**src/rtl/seq_pkg.sv**
```systemverilog
// seq_pkg: shared opcodes, state encoding and ALU codes for instr_sequencer
package seq_pkg;
   typedef enum logic [1:0] {S_IDLE, S_T1, S_T2, S_T3} state_t;
   localparam logic [2:0] OP_MV = 3'd0, OP_MVI = 3'd1, OP_ADD = 3'd2, OP_SUB = 3'd3, OP_AND = 3'd4;
   localparam logic [1:0] MATH_ADD = 2'b00, MATH_SUB = 2'b01, MATH_AND = 2'b10;
   function automatic logic is_alu(input logic [2:0] op);
      return op inside {OP_ADD, OP_SUB, OP_AND};
   endfunction
   function automatic logic [1:0] math_code(input logic [2:0] op);
      return op == OP_SUB ? MATH_SUB : op == OP_AND ? MATH_AND : MATH_ADD;
   endfunction
endpackage

```
**src/rtl/onehot_dec3.sv**
```systemverilog
// onehot_dec3: 3-to-8 one-hot decoder, index 0 maps to bit 7
module onehot_dec3 (
   input  logic [2:0] idx,
   output logic [7:0] oh
);
   assign oh = 8'h80 >> idx;
endmodule

```
**src/rtl/instr_sequencer.sv**
```systemverilog
// instr_sequencer: multi-cycle control sequencer driving register/bus enables from a latched instruction
module instr_sequencer
   import seq_pkg::*;
#(
   parameter int DW = 16
) (
   input  logic          clk,
   input  logic          rst,
   input  logic          run,
   input  logic [DW-1:0] instr,
   output logic          data_out,
   output logic [7:0]    bus2_buf_en,
   output logic [7:0]    reg_en,
   output logic          a_in,
   output logic          g_in,
   output logic          g_out,
   output logic [1:0]    math_enables,
   output logic          done,
   output logic          busy,
   output logic          illegal
);
   state_t        state, state_nx;
   logic [DW-1:0] ir;
   logic [7:0]    x_oh, y_oh;
   logic [2:0]    op;
   logic          alu;
   logic          unused_ir;
   assign op        = ir[15:13];
   assign alu       = is_alu(op);
   assign unused_ir = ^ir[6:0];
   onehot_dec3 u_dec_x (.idx(ir[12:10]), .oh(x_oh));
   onehot_dec3 u_dec_y (.idx(ir[9:7]),   .oh(y_oh));
   // state register; IR loads only when a run is accepted in IDLE
   always_ff @(posedge clk or posedge rst)
      if (rst) begin
         state <= S_IDLE;
         ir    <= '0;
      end else begin
         state <= state_nx;
         if (state == S_IDLE && run) ir <= instr;
      end
   // next state: ALU ops take T1..T3, everything else finishes in T1
   always_comb
      case (state)
         S_IDLE:  state_nx = run ? S_T1 : S_IDLE;
         S_T1:    state_nx = alu ? S_T2 : S_IDLE;
         S_T2:    state_nx = S_T3;
         default: state_nx = S_IDLE;
      endcase
   // Moore outputs from state and IR; IDLE (and reset) drives everything low
   always_comb begin
      data_out     = 1'b0;
      bus2_buf_en  = '0;
      reg_en       = '0;
      a_in         = 1'b0;
      g_in         = 1'b0;
      g_out        = 1'b0;
      math_enables = MATH_ADD;
      done         = 1'b0;
      illegal      = 1'b0;
      case (state)
         S_T1:
            if (alu) begin
               bus2_buf_en = x_oh;
               a_in        = 1'b1;
            end else if (op == OP_MV) begin
               bus2_buf_en = y_oh;
               reg_en      = x_oh;
               done        = 1'b1;
            end else if (op == OP_MVI) begin
               data_out = 1'b1;
               reg_en   = x_oh;
               done     = 1'b1;
            end else begin
               done    = 1'b1;
               illegal = 1'b1;
            end
         S_T2: begin
            bus2_buf_en  = y_oh;
            g_in         = 1'b1;
            math_enables = math_code(op);
         end
         S_T3: begin
            g_out  = 1'b1;
            reg_en = x_oh;
            done   = 1'b1;
         end
         default: ;
      endcase
   end
   assign busy = state != S_IDLE;
endmodule
```
**config.mk**
```make
export PLATFORM = sky130hd
export DESIGN_NAME = instr_sequencer
export DESIGN_NICKNAME = d
export VERILOG_FILES = /design/src/rtl/seq_pkg.sv /design/src/rtl/onehot_dec3.sv /design/src/rtl/instr_sequencer.sv
export SDC_FILE = /design/constraint.sdc
export NUM_CORES = 1
export LEC_CHECK = 0
export CAP_MARGIN = 20
export CORE_AREA = 5 5 52 54
export DETAILED_ROUTE_END_ITERATION = 12
export DIE_AREA = 0 0 57 59
export MAX_ROUTING_LAYER = met4
export PLACE_DENSITY = 0.82
export SLEW_MARGIN = 20
export SYNTH_ARGS = -nofsm -noshare
export SYNTH_HDL_FRONTEND = slang
export SYNTH_SLANG_ARGS = --single-unit
```
**constraint.sdc**
```tcl
create_clock -name clk -period 3.4 [get_ports clk]
set_input_delay 0.51 -clock clk [delete_from_list [all_inputs] [get_ports clk]]
set_output_delay 0.51 -clock clk [all_outputs]
set_load 0.03 [all_outputs]
```
==> summary.txt <==
Purpose: to document the outcome of synthesis and place and route.

Clocking
The total clock buffers created by CTS is 3. After clock tree synthesis, the repair step resized 0 gates. The number of buffers between clock root and the deepest sink is 2. The worst-skew pair later-pin latency is 260 ps. The clock tree root buffer cell is sky130_fd_sc_hd__clkbuf_4. The post-cts hold buffer count is 0. The clock tree from TritonCTS is yes.

According to the CTS report, the clock sink count is 11. The count of buffers added by post-CTS timing repair for setup is 0.

Synthesis
The synthesized netlist devotes 5.62% of its cell area to adder and majority cells. Yosys reported that registers with async set or reset make up 100%. The number of flops mapped to enable cells by yosys is 0. The synthesized design devotes to its leading area cell type 30.9% of total area. The yosys synthesis warning count is 0. Per the post-synthesis stats, the area per cell is 9.09 um^2.

The XOR/XNOR share of the synthesized area is 0%. For this design, Yosys synthesis ends with a cell count of 98. After synthesis, the chip area reported by Yosys is 891 um^2.

The post-synthesis share of cell area spent on and, or, nand and nor gates is 21.3%. In the post-synthesis netlist, the biggest area contributors are sky130_fd_sc_hd__dfrtp_1 (31%), sky130_fd_sc_hd__mux2_2 (11%), sky130_fd_sc_hd__o211ai_1 (8.4%), sky130_fd_sc_hd__a21boi_1 (6.7%), sky130_fd_sc_hd__o2111ai_1 (5.9%). Per the post-synthesis report, the number of cells in the design is 98. After synthesis, the most frequently instantiated cells are sky130_fd_sc_hd__dfrtp_1 (11), sky130_fd_sc_hd__nor2_1 (11), sky130_fd_sc_hd__o211ai_1 (10), sky130_fd_sc_hd__mux2_2 (9). The flip-flop and latch count after synthesis is 11. The cell type with the largest total area is sky130_fd_sc_hd__dfrtp_1. Of the post-synthesis cell area, the part taken by muxes is 11.4%. The fraction of the mapped netlist area in compound gates is 25.0%.

Per the synth stats, the flop cell with the highest instance count is sky130_fd_sc_hd__dfrtp_1. The net count after synthesis is 121. The count of unique library cells instantiated by Yosys is 26. Before any placement, the netlist area is recorded as 891 um^2.

The sequential area share after synthesis is 30.9%.

Finish
The number of standard cells in the layout, taps in and fillers out is 161. The count of antenna diodes in the layout is 0. Compared with the post-synthesis result, the final layout area differs by 44.9%. The share of cells above drive strength 1 is 10.5%.

Routing
The post-detailed-route DRC marker count is 0. Per the detail_route report, vias per standard cell equal 5.39. The final route contains 868 vias. The number of search-and-repair iterations in the first detailed-routing pass is 4. The wire length the detailed router placed on met1 is 1050 um. The final antenna-violating net count is 0. The number of DRC markers in iteration 0 is 14. The post-detailed-routing wire length is 2390 um. Per the detail_route log, the uppermost layer with routed signals is met4.

The detailed router reports a met3 wire length of 108 um.

Power and ir drop
The logic gate share of total power is 59.6%. The sequential-cell power consumption is 319 uW. The internal power of the cells totals 513 uW. The flow reports power dissipated in combinational cells as 604 uW. The share of power burned in registers is 31.5%. For this design the static power due to leakage is 0.503 nW. The power attributed to the clock group is 89.9 uW. In the power breakdown, the biggest contributor is combinational cells. The worst VDD IR drop from the latest analysis is 0.481 mV. In this run, the clock network consumes 8.9% of the power.

Global route
For this run, global-route usage on met1 was measured as 19.9%. On met2, the global router reports a usage of 26.1%. The initial antenna violation count is 0.

The global route total overflow is 0. The via count of the first global-routing pass was 873. The met3 usage in global routing is 2.18%.

The global-route wire length before repair is 4080 um. The busiest metal layer after global routing is met2.

Critical path
The kind of start point of the critical path is a register. The critical path class is reg2out. Traced cell by cell, the critical path runs through inv_1 > ha_1 > nor4b_4 > o2111ai_1 > a21boi_1 > clkdlybuf4s50_1. On the critical path the largest part of the delay comes from buffers and inverters. The critical path crosses 6 cells after its start point.

The kind of capture point of the worst setup path is a primary output. The arrival time at the worst endpoint is 2570 ps. The critical path maximum fanout is 8. The number of buffers and inverters on the critical path is 2. The critical path data required time is 2890 ps. The largest single stage delay on the critical path is 690 ps. The path depth of the worst reg2reg path is 4. The slowest stage of the critical path belongs to the cell sky130_fd_sc_hd__clkdlybuf4s50_1.

Timing
The worst path needs 3080 ps of the cycle, external delays included. In the final run the clock tree shows a worst skew of 0.805 ps. Max-slew check failures listed in the final report amount to 0. The accumulated negative setup slack is 0 ps.

Setup repair after global routing left no endpoint under its margin. The final period utilization is 90.5%. For this run, the final setup violation count is recorded as 0. Based on the critical path, the design can be clocked at up to 0.325 GHz.

The final number of hold-violating endpoints is 0. Hold timing on the final database bottoms out at a slack of 529 ps. The slew of the pin with the lowest slew margin is 473 ps.

Placed design
The total of buffers placed on input and output ports is 36. The sum of net half-perimeters after detailed placement is 1900 um. In this run, placement finished with an instance count of 157. The placement summary gives the final routability congestion estimate as 0.749.

Die
The total die area is 0.00336 mm^2. The die span in y is 59 um. 44 I/O pins were placed. The floorplan has 17 rows.

The starting utilization of the core area is 41.1%. The core region is 0.00217 mm^2. The horizontal die dimension is 57 um.

Job
The tally of max-capacitance violations is 0. Warnings raised by the tools during the run amount to 36.

Hold path
The most critical min-delay path falls under in2async.

Run status
The run finished with clean final reports.
[worst paths after layout]
| check | from | end | slack (ps) |
|---|---|---|---|
| max | state[1] | bus2_buf_en[2] | 320 |
| min | rst | state[0] | 530 |
| max reg2reg | state[1] | ir[11] | 1860 |
| min reg2reg | state[1] | state[1] | 560 |
| max in group asynchronous | rst | ir[14] | 2580 |
| min in group clk | state[1] | state[1] | 560 |
[layout make-up]
| type | count | area [um^2] |
|---|---|---|
| inverter | 8 | 30.0 |
| fill | 205 | 878 |
| clock buffer | 4 | 26.3 |
| sequential | 11 | 275 |
| tap | 28 | 35.0 |
| timing repair buffer | 36 | 360 |
| multi-input combinational | 74 | 564 |
[worst reg2reg max path, cell delays in order (launching register included)]
cell and delay (ps):
sky130_fd_sc_hd__dfrtp_1 420, sky130_fd_sc_hd__inv_1 80, sky130_fd_sc_hd__ha_1 200, sky130_fd_sc_hd__nand2_1 340, sky130_fd_sc_hd__mux2_2 390
[cells in the final DEF (no fill, tap or decap), drive strengths merged]
cell and n:
nor4b 1, nor3b 2, ha 4, o21ai 4, a21boi 8, clkbuf 4, mux2 9, nor2 11
and2b 1, a21o 1, o211ai 10, o21bai 1, clkdlybuf4s50 36, inv 8, and2 3, and3 1
nand2 4, nor3 2, o2111ai 6, and4b 1, nor2b 3, dfrtp 11, nand2b 2
[flip-flops by register name (all words and copies together), names as in the netlist]
| signal | cells |
|---|---|
| ir | 9 |
| state | 2 |
[stage by stage]
step	power, mW	util, %	setup WS (ps)
final	1.01	59.5	324
after global routing	1.09	59.5	122
after CTS	1.01	59.5	288
after detailed placement	0.924	58.3	586
after global placement	0.892	58.3	685
after floorplan	0.734	-	1060
Figure 1. Placement by cell class.
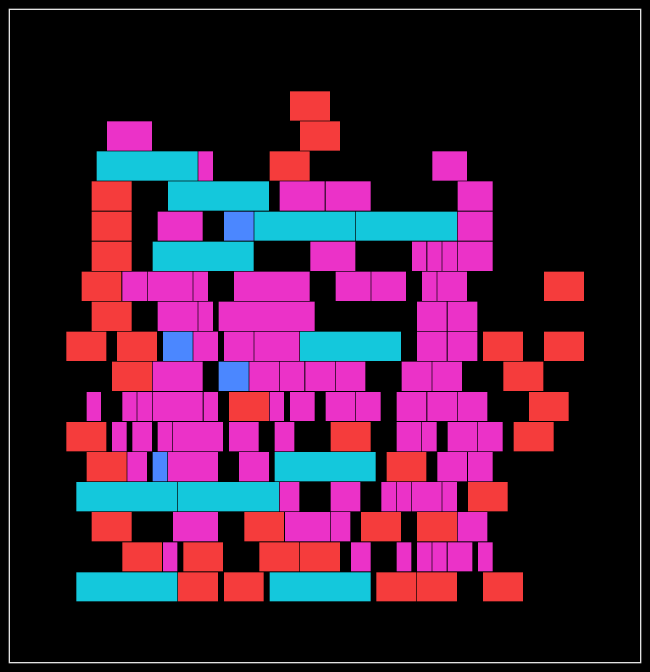
Key: other buffers and delay cells = red [cells 36]; combinational and other logic = magenta [cells 82]; clock drivers and dummy loads = blue [cells 4]; flops = cyan [cells 11]

Figure 2. Register map, names as in the netlist.
Other cells in grey.
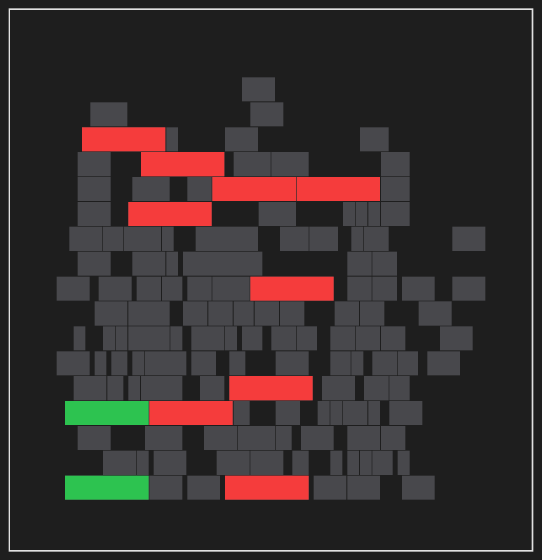
Key: state = green [flops 2]; ir = red [flops 9]

Power figures rest on the tool's default switching activity, not on a simulated workload.
